Run 1, clock wires, drivers and flops:
The bar under the picture is 20 µm long.
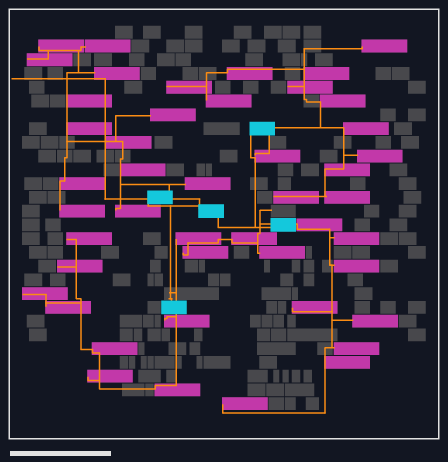
Run 1, clock nets:
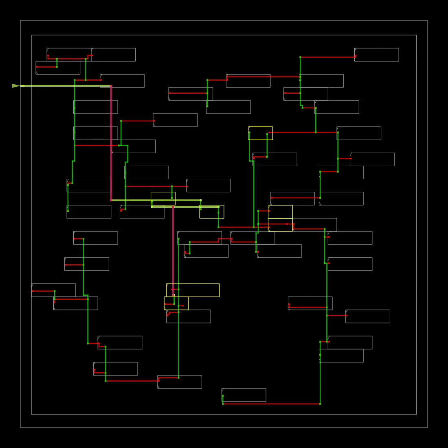
Run 1, where the registers sit:
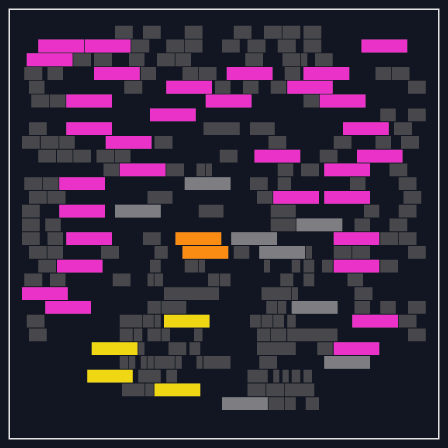
Run 1, placed cells, one colour a class:
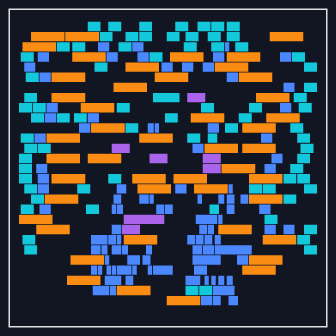
Design fmap_zero_pad_stream, sky130hd; sources not shown.
==> summary.rpt, run 1 <==
OUTCOME
--------------------------------------------------------------------------
Status                                                        finished clean

FINAL LAYOUT
--------------------------------------------------------------------------
Most frequent logic cell in the layout                        sky130_fd_sc_hd__clkdlybuf4s50_1
Number of inserted filler cells in the final layout                    584
Cell Count, Final, Fillers Out                                         304
Area growth from synthesis to layout                                 47.9%
N_diodes                                                                 0
Fraction of layout instances using a drive strength above 1          9.25%

POWER
--------------------------------------------------------------------------
Maximum vdd ir drop                                             0.000251 V
Power per unit of standard cell area                            510 nW/µm²
Reported leakage power                                             1.26 nW

ROUTING
--------------------------------------------------------------------------
Routed length on met1                                              2130 µm
Vias/cell                                                             4.94
Highest metal used                                                    met4
Sum of met2 wire segment lengths after detailed routing            2180 µm
Antenna Nets Post-Route                                                  0
Overall routed net length                                          4680 µm
Total via count after detailed routing                                1501
Routed wire length per instance                                    15.4 µm
Total length of routed met3 wires                                   324 µm
Initial drt markers                                                     51
DRC Markers                                                              0
Total iterations of the first detailed-routing run                       5

WORST SETUP PATH
--------------------------------------------------------------------------
Launching element type of the critical path                   primary input
Library cell appearing most often on the critical path        sky130_fd_sc_hd__clkdlybuf4s50_1
Capturing element type of the critical path                    output port
Worst path max stage delay                                          660 ps
Peak fanout along the critical path                                      4
Path depth of the worst reg2reg path                                     7
Flop2flop setup slack                                              3640 ps
Slowest cell on the critical path                             sky130_fd_sc_hd__clkdlybuf4s50_1
Critical Setup Path Class                                     primary input to output port

CLOCK NETWORK
--------------------------------------------------------------------------
# hold bufs at CTS                                                       0
Resize count post-CTS                                                    0
Number of buffers between clock root and the deepest sink                2
Buffer count from post-CTS setup fixing                                  0
CTS H-tree lvls                                                          2
Clock root buffer master                                      sky130_fd_sc_hd__clkbuf_8
TritonCTS clock tree                                                  done
Clock slew at reported path FFs                                      80 ps

GLOBAL ROUTING
--------------------------------------------------------------------------
GRT Resource Usage Total                                             13.7%
Initial antenna violation count                                          0
Number of global-route vias before repair                             1552
First-pass GRT wire length                                         7820 µm
Overflow left after global routing                                       0

SYNTHESIS
--------------------------------------------------------------------------
Dominant cell type by area after synthesis                    sky130_fd_sc_hd__dfrtp_1
Cell count listed in synth_stat.txt                                    149
Main area contributors                                        sky130_fd_sc_hd__dfrtp_1, sky130_fd_sc_hd__a22o_1, sky130_fd_sc_hd__ha_1
Yosys synthesis warning count                                            0
Area reported by Yosys stat                                       1950 µm²
Netlist area before placement                                     1950 µm²
Avg Inst Size Synth                                               13.1 µm²
Synth Seq Share                                                      59.0%

FLOORPLAN
--------------------------------------------------------------------------
Floorplan die width                                                84.7 µm
Number of I/O pins                                                      75
Area of the die                                                   7170 µm²
Height of the die                                                  84.7 µm

TIMING
--------------------------------------------------------------------------
Worst Tran Pin Value                                                450 ps
Crit path time final                                               4730 ps
Final Max Slew Viols                                                     0
Total negative setup slack                                            0 ps
Achievable Freq                                                  0.211 GHz
RSZ-0062 raised after global routing                                    no
Cycle use final                                                      78.8%
Worst slew margin relative to its limit                              69.6%

MIN PATH
--------------------------------------------------------------------------
Hold Path Cell Cnt                                                       1
Worst hold path class                                         register to register

PLACEMENT
--------------------------------------------------------------------------
Detailed-placement wirelength estimate                             3290 µm
Count of buffers from port buffering                                    74

FLOW RUN
--------------------------------------------------------------------------
Number of violations of the max-capacitance limit                        0
Number of warnings in the stage logs                                    27

Back to the opening pictures, 'clock wires, drivers and flops':
Key: magenta = flip-flops [count 46]; cyan = clock-net drivers [count 5]; orange = clock wires [length 590 µm]
Position of the flops: spread over the die.
power of the clock network: 0.000234 W
clock group share of total power: 15.9%
clock network latency to the later pin of the worst-skew pair: 290 ps

Back to the opening pictures, 'clock nets':
Inserted Clock Buffers: 5
sequential cells: 46
clock buf count: 6
TritonCTS sink count: 46

Back to the opening pictures, 'where the registers sit':
Key: yellow = orow [flops 4]; magenta = out_data [flops 32]; orange = state [flops 2]
flop share of the area: 39.9%
Seq. cell area: 1150 µm²
Final Util: 45.7%

Back to the opening pictures, 'placed cells, one colour a class':
Key: blue = remaining logic cells [cells 97]; purple = clock drivers and dummy loads [cells 7]; cyan = remaining buffers and delay cells [cells 77]; orange = sequential cells [cells 46]
area of the core: 6310 µm²
standard-cell row count: 29

## run 1: Yosys cell counts, drive strengths merged
cell type,count
nand2b,3
xnor2,2
and2,1
o31a,1
nor3,4
nor2,6
nor2b,5
o2111ai,1
nand2,6
o311ai,1
dfrtp,46
inv,4
nor3b,2
and3b,1
o31ai,2
nor4,1
and3,2
and2b,1
xor2,1
a22o,32
mux2,3
o21ai,4
buf,6
nand3b,2
or2,1
nand4,1
a21o,1
ha,3
nand3,5
a21oi,1
## run 1: per-layer routing
| metal | global-route usage, % | vias up |
|---|---|---|
| met1 | 18.4 | 735 |
| li1 | - | 703 |
| met5 | 0 | - |
| met4 | 3.90 | 0 |
| met2 | 21.3 | 59 |
| met3 | 4.33 | 4 |
## run 1: cell families (layout without fill, tap and decap cells)
logic type	Yosys count	in the layout	synth area share [%]
adder cells (fa/ha/maj)	3	3	1.92
multiplexers	3	3	1.92
AND-OR/OR-AND	43	43	18.9
buffers and inverters	10	88	3.27
XOR/XNOR	3	3	2.31
flip-flops	46	46	59.0
AND/OR/NAND/NOR	41	41	12.7
## run 1: where the power goes
group / switching, W / internal [W] / leakage [nW]
registers: 0.0000962 / 0.000427 / 0.601
logic: 0.000361 / 0.000355 / 0.603
clock network: 0.000101 / 0.000133 / 0.0573
## run 1: area by class of cell
cell class,instances,area (µm²),share of cell area (%)
Clock buffer,6,82.6,2.86
Inverter,4,15.0,0.520
Tap cell,77,96.3,3.34
Timing Repair Buffer,77,776,26.9
Multi-Input combinational cell,93,737,25.5
Clock inverter,1,30.0,1.04
Sequential cell,46,1150,39.9
## run 1: critical path: cells and delay by family
| family | cells | cell delay [ps] |
|---|---|---|
| AND/OR/NAND/NOR | 2 | 400 |
| buffers and inverters | 2 | 1180 |
## run 1: stage by stage
stage / area (µm²) / hold slack, ps / total power (W) / utilization (%) / setup slack [ps]
after floorplan: 1900 / 319 / 0.000933 / - / 2090
after global placement: 2760 / 332 / 0.00123 / 43.6 / 1260
after detailed placement: 2760 / 332 / 0.00125 / 43.6 / 1250
after CTS: 2870 / 357 / 0.00149 / 45.4 / 1230
after global routing: 2890 / 373 / 0.00157 / 45.7 / 1180
final: 2890 / 351 / 0.00147 / 45.7 / 1270
==> inputs of run 2 (changes only) <==
Clock period 6 ns to 4.24 ns, I/O delays scaled along.
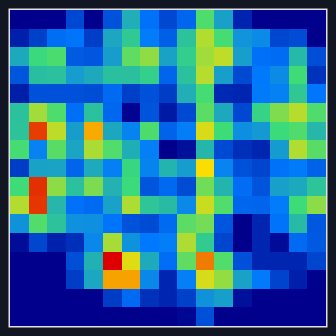
Run 2: wire density map
17 x 17 tiles, from dark blue (low) to red (high), scaled to the fullest tile. Values are wire area over tile area, all layers added.
The mean over all tiles is 0.10. The densest ninth of the die: left middle. 16% of the tiles are nearly empty.
total via count after detailed routing: 1459
routed wire length per instance: 15.2 µm
overall routed net length: 4630 µm
GRT Resource Usage Total: 13.4%

==> run 2 against run 1 <==
Compared with the run above:
- combinational power up 42%
- utilization grew 0.40 points
- power up 46%
- flip-flop count stayed put
- count of clock-buffer cells in the layout is 1 lower
- final cell count is 0.33% higher
- largest power group unchanged
- via count shrank 2.8%
- first-iteration DRC count is 3.9% higher
- critical path type unchanged
- synthesized area did not move
- largest cell class unchanged
- final area grew 0.87%
- sequential share of layout area fell by 0.34 points
- worst hold slack better by 2.8 ps
==> summary.rpt, run 2 <==
OUTCOME
----------------------------------------------------------------------------
Status                                                          finished clean

PLACEMENT
----------------------------------------------------------------------------
Post-placement cell area                                            2760 µm²
Detailed-placement wirelength estimate                               3180 µm
Count of buffers from port buffering                                      74

POWER
----------------------------------------------------------------------------
Reported leakage power                                               1.27 nW
Maximum vdd ir drop                                               0.000357 V
Post-route total power                                             0.00215 W

FLOORPLAN
----------------------------------------------------------------------------
Area of the die                                                     7170 µm²
Area of the core                                                    6310 µm²
Standard-cell row count                                                   29
Number of I/O pins                                                        75
Floorplan die width                                                  84.7 µm
Height of the die                                                    84.7 µm

MIN PATH
----------------------------------------------------------------------------
Worst hold path class                                           register to register
Hold Path Cell Cnt                                                         1

TIMING
----------------------------------------------------------------------------
Smallest hold slack                                                   354 ps
Achievable Freq                                                    0.261 GHz
Total negative setup slack                                              0 ps
Cycle use final                                                        90.5%
RSZ-0062 raised after global routing                                      no
Final Max Slew Viols                                                       0
Worst Tran Pin Value                                                  514 ps
Worst slew margin relative to its limit                                65.6%
Crit path time final                                                 3840 ps

GLOBAL ROUTING
----------------------------------------------------------------------------
First-pass GRT wire length                                           7540 µm
Number of global-route vias before repair                               1537
Overflow left after global routing                                         0
Initial antenna violation count                                            0

SYNTHESIS
----------------------------------------------------------------------------
Yosys synthesis warning count                                              0
EDFF count, synth                                                          0
Dominant cell type by area after synthesis                      sky130_fd_sc_hd__dfrtp_1
Cell with the most instances after synthesis                    sky130_fd_sc_hd__dfrtp_1
Area reported by Yosys stat                                         1950 µm²
Share of flip-flops with an asynchronous set or reset                   100%
Dominant register cell                                          sky130_fd_sc_hd__dfrtp_1
Avg Inst Size Synth                                                 13.1 µm²
Main area contributors                                          sky130_fd_sc_hd__dfrtp_1, sky130_fd_sc_hd__a22o_1, sky130_fd_sc_hd__ha_1
Cell count listed in synth_stat.txt                                      149

FINAL LAYOUT
----------------------------------------------------------------------------
N_diodes                                                                   0
Area of all placed cells without fillers                            2910 µm²
Most frequent logic cell in the layout                          sky130_fd_sc_hd__clkdlybuf4s50_1
Area growth from synthesis to layout                                   49.2%
Final Util                                                             46.1%

WORST SETUP PATH
----------------------------------------------------------------------------
Peak fanout along the critical path                                        4
Capturing element type of the critical path                      output port
Critical Setup Path Class                                       primary input to output port
Launching element type of the critical path                     primary input
Arr. time, crit path                                                 2630 ps
Path depth of the worst reg2reg path                                       7

CLOCK NETWORK
----------------------------------------------------------------------------
Inserted Clock Buffers                                                     5
CTS H-tree lvls                                                            2
Resize count post-CTS                                                      0
TritonCTS clock tree                                                    done
Clock slew at reported path FFs                                        90 ps
Number of buffers between clock root and the deepest sink                  2
Clock root buffer master                                        sky130_fd_sc_hd__clkbuf_8
Buffer count from post-CTS setup fixing                                    0
# hold bufs at CTS                                                         0
Clock network latency to the later pin of the worst-skew pair         300 ps
TritonCTS sink count                                                      46

ROUTING
----------------------------------------------------------------------------
DRC Markers                                                                0
Antenna Nets Post-Route                                                    0
Vias/cell                                                               4.78
Initial drt markers                                                       53
Total iterations of the first detailed-routing run                         4

FLOW RUN
----------------------------------------------------------------------------
Number of warnings in the stage logs                                      27

-- run 2: final cells by class --
class	count	area (µm²)	share of cell area, %
multi-input cells	93	737	25.3
clock buffers	5	68.8	2.36
flip-flops and latches	46	1150	39.5
repair buffers	77	776	26.6
clock inverters	3	68.8	2.36
well taps	77	96.3	3.31
inverters	4	15.0	0.515
-- run 2: kinds of logic after synthesis --
logic type / count (synthesis) / synth area share, %
compound gates: 43 / 18.9
simple gates: 41 / 12.7
fa+ha+maj: 3 / 1.92
xor+xnor: 3 / 2.31
mux: 3 / 1.92
flops: 46 / 59.0
buf+inv: 10 / 3.27
-- run 2: report_power, final --
part	internal (W)	total [W]	switching, W
clock network	0.000236	0.000392	0.000156
logic	0.000503	0.00102	0.000515
registers	0.000604	0.000737	0.000133
total	0.00134	0.00215	0.000804
-- run 2: through the flow --
step	std cells	worst slack (ps)
2_1_floorplan	143	1210
3_3_place_gp	296	371
5_1_grt	305	325
3_5_place_dp	296	369
4_1_cts	304	366
6_report	305	404
-- run 2: worst max-delay path, stage by stage --
cell	delay, ps
sky130_fd_sc_hd__clkdlybuf4s50_1	520
sky130_fd_sc_hd__nor2b_1	70
sky130_fd_sc_hd__nor4_1	310
sky130_fd_sc_hd__clkdlybuf4s50_1	660
-- run 2: metal layers --
metal  vias up  track usage (%)  wire length, µm
met5         -                0                0
met4         0             5.19               71
met3         8             4.72              350
met2        51             19.9             2130
met1       700             18.1             2080
li1        700                -                -
No activity file was given, so power comes from the tool's default toggle rates.
